layer_met1.png
The bar under the picture is 20 um long. Supply wires on this layer in grey.
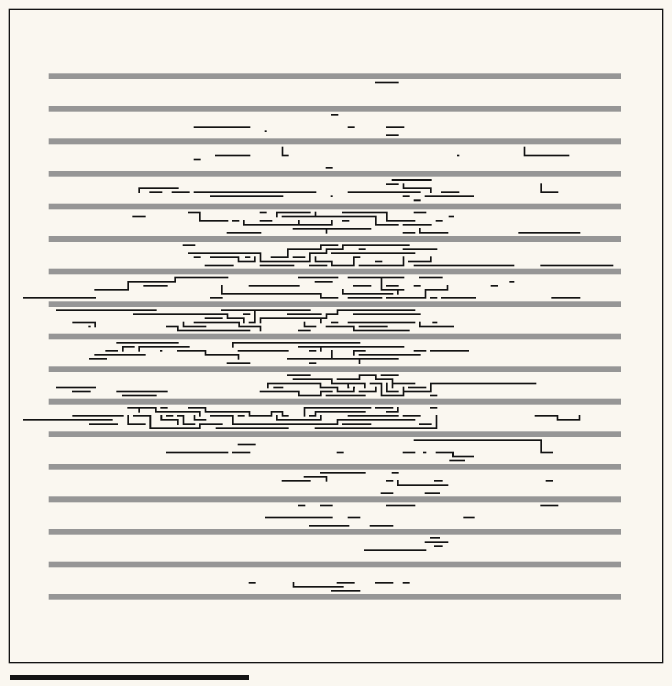
layer_met2.png
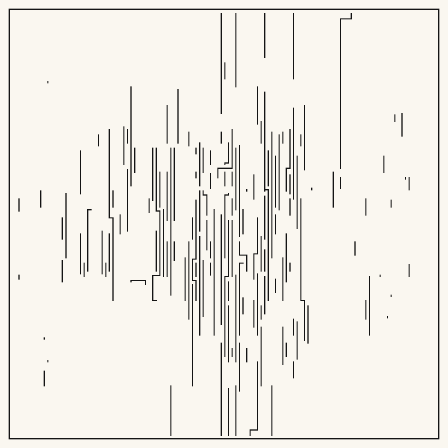
layer_met3.png
The bar under the picture is 20 um long. Cells faint in the background.
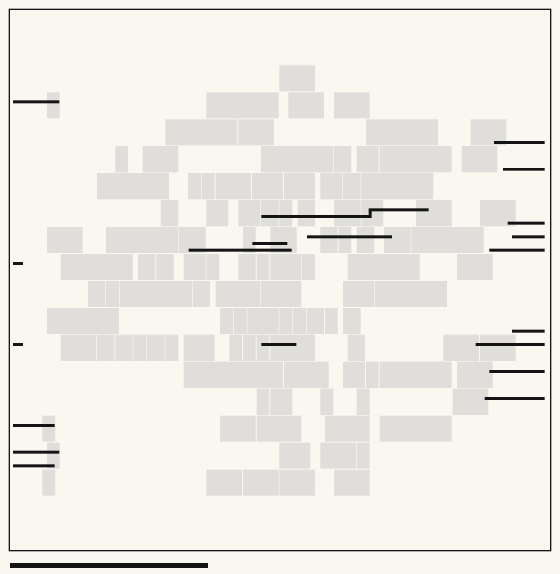
$ cat config.mk
export PLATFORM = sky130hd
export DESIGN_NAME = traffic_light_sequencer
export DESIGN_NICKNAME = d
export VERILOG_FILES = /design/src/rtl/traffic_light_sequencer.sv
export SDC_FILE = /design/constraint.sdc
export NUM_CORES = 1
export LEC_CHECK = 0
export CAP_MARGIN = 30
export CORE_MARGIN = 3
export CORE_UTILIZATION = 35
export DETAILED_ROUTE_END_ITERATION = 8
export GPL_ROUTABILITY_DRIVEN = 1
export PLACE_DENSITY = 0.69
export SLEW_MARGIN = 20
export SYNTH_ARGS = -nofsm -noshare
export SYNTH_HDL_FRONTEND = slang
export SYNTH_SLANG_ARGS = --single-unit
$ cat constraint.sdc
create_clock -name clk -period 3.3 [get_ports clk]
set_clock_uncertainty 0.05 [all_clocks]
set_input_delay 0.495 -clock clk [delete_from_list [all_inputs] [get_ports clk]]
set_output_delay 0.495 -clock clk [all_outputs]
set_load 0.01 [all_outputs]
$ cat src/rtl/traffic_light_sequencer.sv
// Two-way intersection phase sequencer driving an external saturation counter as its phase timer.
// Outputs registered; each phase lasts duration+2 cycles; no backpressure (pedestrian request is latched).
module traffic_light_sequencer #(
    parameter int COUNT_SIZE  = 5,
    parameter int T_GREEN     = 8,
    parameter int T_YELLOW    = 3,
    parameter int T_RED       = 2,
    parameter int T_MIN_GREEN = 4
) (
    input  logic                  clk,
    input  logic                  rst,
    input  logic                  ped_req,
    input  logic [COUNT_SIZE-1:0] cnt,
    output logic                  cnt_rst,
    output logic                  cnt_up,
    output logic                  cnt_down,
    output logic                  cnt_load,
    output logic [1:0]            cnt_load_max,
    output logic [COUNT_SIZE-1:0] cnt_max_in,
    output logic [2:0]            ns_light,
    output logic [2:0]            ew_light,
    output logic                  walk
);

    typedef enum logic [2:0] {
        RED_A, NS_GREEN, NS_YELLOW, RED_B, EW_GREEN, EW_YELLOW
    } state_e;

    localparam logic [COUNT_SIZE-1:0] D_GREEN     = COUNT_SIZE'(T_GREEN);
    localparam logic [COUNT_SIZE-1:0] D_YELLOW    = COUNT_SIZE'(T_YELLOW);
    localparam logic [COUNT_SIZE-1:0] D_RED       = COUNT_SIZE'(T_RED);
    localparam logic [COUNT_SIZE-1:0] D_MIN_GREEN = COUNT_SIZE'(T_MIN_GREEN);

    localparam logic [2:0] L_RED    = 3'b100;
    localparam logic [2:0] L_YELLOW = 3'b010;
    localparam logic [2:0] L_GREEN  = 3'b001;

    function automatic logic [COUNT_SIZE-1:0] dur(input state_e s);
        case (s)
            NS_GREEN, EW_GREEN:   dur = D_GREEN;
            NS_YELLOW, EW_YELLOW: dur = D_YELLOW;
            default:              dur = D_RED;
        endcase
    endfunction

    function automatic state_e next_state(input state_e s);
        case (s)
            RED_A:     next_state = NS_GREEN;
            NS_GREEN:  next_state = NS_YELLOW;
            NS_YELLOW: next_state = RED_B;
            RED_B:     next_state = EW_GREEN;
            EW_GREEN:  next_state = EW_YELLOW;
            default:   next_state = RED_A;
        endcase
    endfunction

    // {ns, ew} lamp decode; only one direction can ever be non-red
    function automatic logic [5:0] lamps(input state_e s);
        case (s)
            NS_GREEN:  lamps = {L_GREEN, L_RED};
            NS_YELLOW: lamps = {L_YELLOW, L_RED};
            EW_GREEN:  lamps = {L_RED, L_GREEN};
            EW_YELLOW: lamps = {L_RED, L_YELLOW};
            default:   lamps = {L_RED, L_RED};
        endcase
    endfunction

    state_e                  state_q, state_d;
    logic                    setup_q, setup_d;
    logic                    ped_pending_q, ped_pending_d;
    logic                    walk_en_q, walk_en_d;
    logic [COUNT_SIZE-1:0]   limit;
    logic                    cnt_rst_q, cnt_rst_d;
    logic                    cnt_up_q, cnt_up_d;
    logic [1:0]              cnt_load_max_q, cnt_load_max_d;
    logic [COUNT_SIZE-1:0]   cnt_max_in_q, cnt_max_in_d;
    logic [2:0]              ns_light_q, ns_light_d;
    logic [2:0]              ew_light_q, ew_light_d;

    always_comb begin
        state_d       = state_q;
        setup_d       = setup_q;
        ped_pending_d = ped_pending_q | ped_req;
        walk_en_d     = walk_en_q;

        limit = dur(state_q);
        if (state_q == NS_GREEN && ped_pending_q)
            limit = D_MIN_GREEN;

        if (setup_q) begin
            setup_d = 1'b0;
            // a request arriving on the clearing cycle is kept for the next round
            if (state_q == EW_GREEN)
                ped_pending_d = ped_req;
        end else if (cnt >= limit) begin
            state_d = next_state(state_q);
            setup_d = 1'b1;
        end

        // walk_en takes the latch value the EW_GREEN SETUP cycle will see
        if (state_d == EW_GREEN && setup_d && !(state_q == EW_GREEN && setup_q))
            walk_en_d = ped_pending_d;
        else if (state_d != EW_GREEN)
            walk_en_d = 1'b0;

        cnt_rst_d      = setup_d;
        cnt_up_d       = ~setup_d;
        cnt_load_max_d = setup_d ? 2'b10 : 2'b01;
        cnt_max_in_d   = dur(state_d);
        {ns_light_d, ew_light_d} = lamps(state_d);
    end

    always_ff @(posedge clk) begin
        if (rst) begin
            state_q        <= RED_A;
            setup_q        <= 1'b1;
            ped_pending_q  <= 1'b0;
            walk_en_q      <= 1'b0;
            cnt_rst_q      <= 1'b1;
            cnt_up_q       <= 1'b0;
            cnt_load_max_q <= 2'b10;
            cnt_max_in_q   <= D_RED;
            ns_light_q     <= L_RED;
            ew_light_q     <= L_RED;
        end else begin
            state_q        <= state_d;
            setup_q        <= setup_d;
            ped_pending_q  <= ped_pending_d;
            walk_en_q      <= walk_en_d;
            cnt_rst_q      <= cnt_rst_d;
            cnt_up_q       <= cnt_up_d;
            cnt_load_max_q <= cnt_load_max_d;
            cnt_max_in_q   <= cnt_max_in_d;
            ns_light_q     <= ns_light_d;
            ew_light_q     <= ew_light_d;
        end
    end

    assign cnt_rst      = cnt_rst_q;
    assign cnt_up       = cnt_up_q;
    assign cnt_down     = 1'b0;
    assign cnt_load     = 1'b0;
    assign cnt_load_max = cnt_load_max_q;
    assign cnt_max_in   = cnt_max_in_q;
    assign ns_light     = ns_light_q;
    assign ew_light     = ew_light_q;
    assign walk         = walk_en_q;

endmodule

==> reports/metrics.csv <==
metric;value;unit
drv_slew;0;
grt.total_usage;12.39;%
dpl-instance-area;1003;um^2
num-nonclk-inverters;5;
sh_comb_area;40.98;%
r2r_start;state_q[0];
crit_path_start_kind;flop;
grt_setup_unrepaired;false;
gp_congestion;0.8158;
utilization;49.28;%
wl_per_cell;11.58;um
ys_cells;96;
fin_nets;126;
placed_cells;136;
layout_top_cell;clkdlybuf4s50_1;
worstMarginPinSlew;697.8;ps
synthCells;96;
reg2reg_slack;410;ps
design_area;1026;um^2
cts-htree-levels;1;
seq_share;31.22;%
power_density;407.5;nW/um^2
ios;26;
adder_share;6.079;%
yosys_area;823.3;um^2
ys_types;32;
dominant_cells;combinational gates;
yosys.area_share.simple;20.21;%
dp_hpwl;1257;um
cts_hold_buf;0;
via_per_inst;5.007;
whs_endpoint;walk;
antenna_cells;0;
hold_ws;426.6;ps
hold_depth;2;
max_cap_violations;0;
dp_slack;462.8;ps
finalCritPeriodShare;87.42;%
cts.sinks;16;
cts-buffers-inserted;3;
warning_count;26;
reg2reg_to;cnt_max_in[0];
grt-ovfl-total;0;
cts_buffer_depth;2;
status;complete, no violations;
fillers;196;
worstPathRequired;3410;ps
signal_buffers;21;
grt_pass1_wl;2635;um
hold_path.class;flop to flop;
ant_nets;0;
synth-xor-area-share;1.064;%
final_cells;139;
comb_cells;67;
cp_max_fo;11;
core_util_floorplan;39.54;%
cts_tree;done;
grt_max_degree;16;
logic_area;420.4;um^2
worst-setup-path-type;flop to flop;
grt_pass1_vias;630;
clkbuf_count;3;
final-nonclk-buf-share;20.49;%
syn_area_per_cell;8.576;um^2
root_buffer;clkbuf_4;
yosysSeqAreaShare;38.91;%
drive_gt1_share;8.929;%
arrival;2990;ps
reg2regPathDepth;8;
peakVddDrop;0.3122;mV
lay_top_cells;21 x clkdlybuf4s50_1, 16 x dfxtp_1, 11 x nand2_1;
ys_ff;16;
hold_viol;0;
fp.dieH;54.50;um
wirelength;1609;um
clock_area_share;2.195;%
rows;16;
ys_sh_aoi;20.67;%
setup_slack;415.0;ps
post_cts_buffers;0;
synthToLayoutAreaGrowth;24.62;%
fp.dieW;54.50;um
mux_area_share;1.216;%
fin_tns_setup;0;ps
synth.logic.top_family;AND-OR/OR-AND gates;
syn_area;823.3;um^2
holdCritStartpoint;walk;
via_count;696;
die-area;2970;um^2
## Picture notes: layer_met1.png
The layer carries 694 um of wire. 107 nets have wire on it.

## Picture notes: layer_met2.png
The wires run mostly vertical. The longest straight run is 19.0 um. 104 nets have wire on it. The layer holds 51% of the routed length.

## Picture notes: layer_met3.png
The layer carries 101 um of wire. The layer holds 6.3% of the routed length. 20 nets have wire on it. The wires run mostly horizontal.

## cells in the mapped netlist (all sizes together)
master   number  area share (%)
inv           5             2.3
a21oi        10             6.5
a2111oi       1             3.3
o21bai        1            0.91
conb          1            0.46
ha            4             6.1
nor3          4             2.4
nor2          9             4.1
dfxtp        16              39
nor4          1            0.76
nor2b         1            0.76
mux2i         1             1.2
and2          1            0.76
clkbuf        1            0.46
a31oi         1             1.5
o21ai         3             1.8
a311o         1             1.2
a311oi        1             1.1
or3           2             2.1
a21o          1             1.1
nand2b        3             2.3
xnor2         1             1.1
buf          10             8.7
nand3         2             1.2
nand2        12             5.8
o2111ai       2             2.1
a31o          1             1.1
## report_power, final
part           total [W]  internal [W]  switching [W]
registers       0.000220      0.000207      0.0000134
clock network  0.0000930     0.0000422      0.0000509
logic           0.000105     0.0000516      0.0000534
## worst max-delay path: stages, from the launching register on
cell and delay, ps:
dfxtp_1 580, nand2_1 160, a21oi_1 230, nand2_1 90, ha_1 310, o2111ai_1 160, a31oi_2 640, nor3_1 170
or3_1 390
## metal layers
| layer | share of wire, % | global-route usage [%] |
|---|---|---|
| met1 | 43 | 13.63 |
| met2 | 51 | 21.31 |
| met3 | 6.3 | 5.177 |
| met5 | 0 | 0 |
| met4 | 0 | 4.149 |
## worst max path at each step
| stage | start | end | slack, ps | depth (start not counted) |
|---|---|---|---|---|
| final | state_q[0] | cnt_max_in[0] | 410 | 8 |
| after global routing | state_q[0] | cnt_max_in[0] | 160 | 8 |
| after CTS | state_q[0] | cnt_max_in[0] | 440 | 8 |
| after detailed placement | state_q[0] | cnt_max_in[0] | 460 | 8 |
| after global placement | cnt[0] | cnt_max_in[0] | 590 | 7 |
| after floorplan | state_q[1] | cnt_max_in[0] | 1000 | 10 |
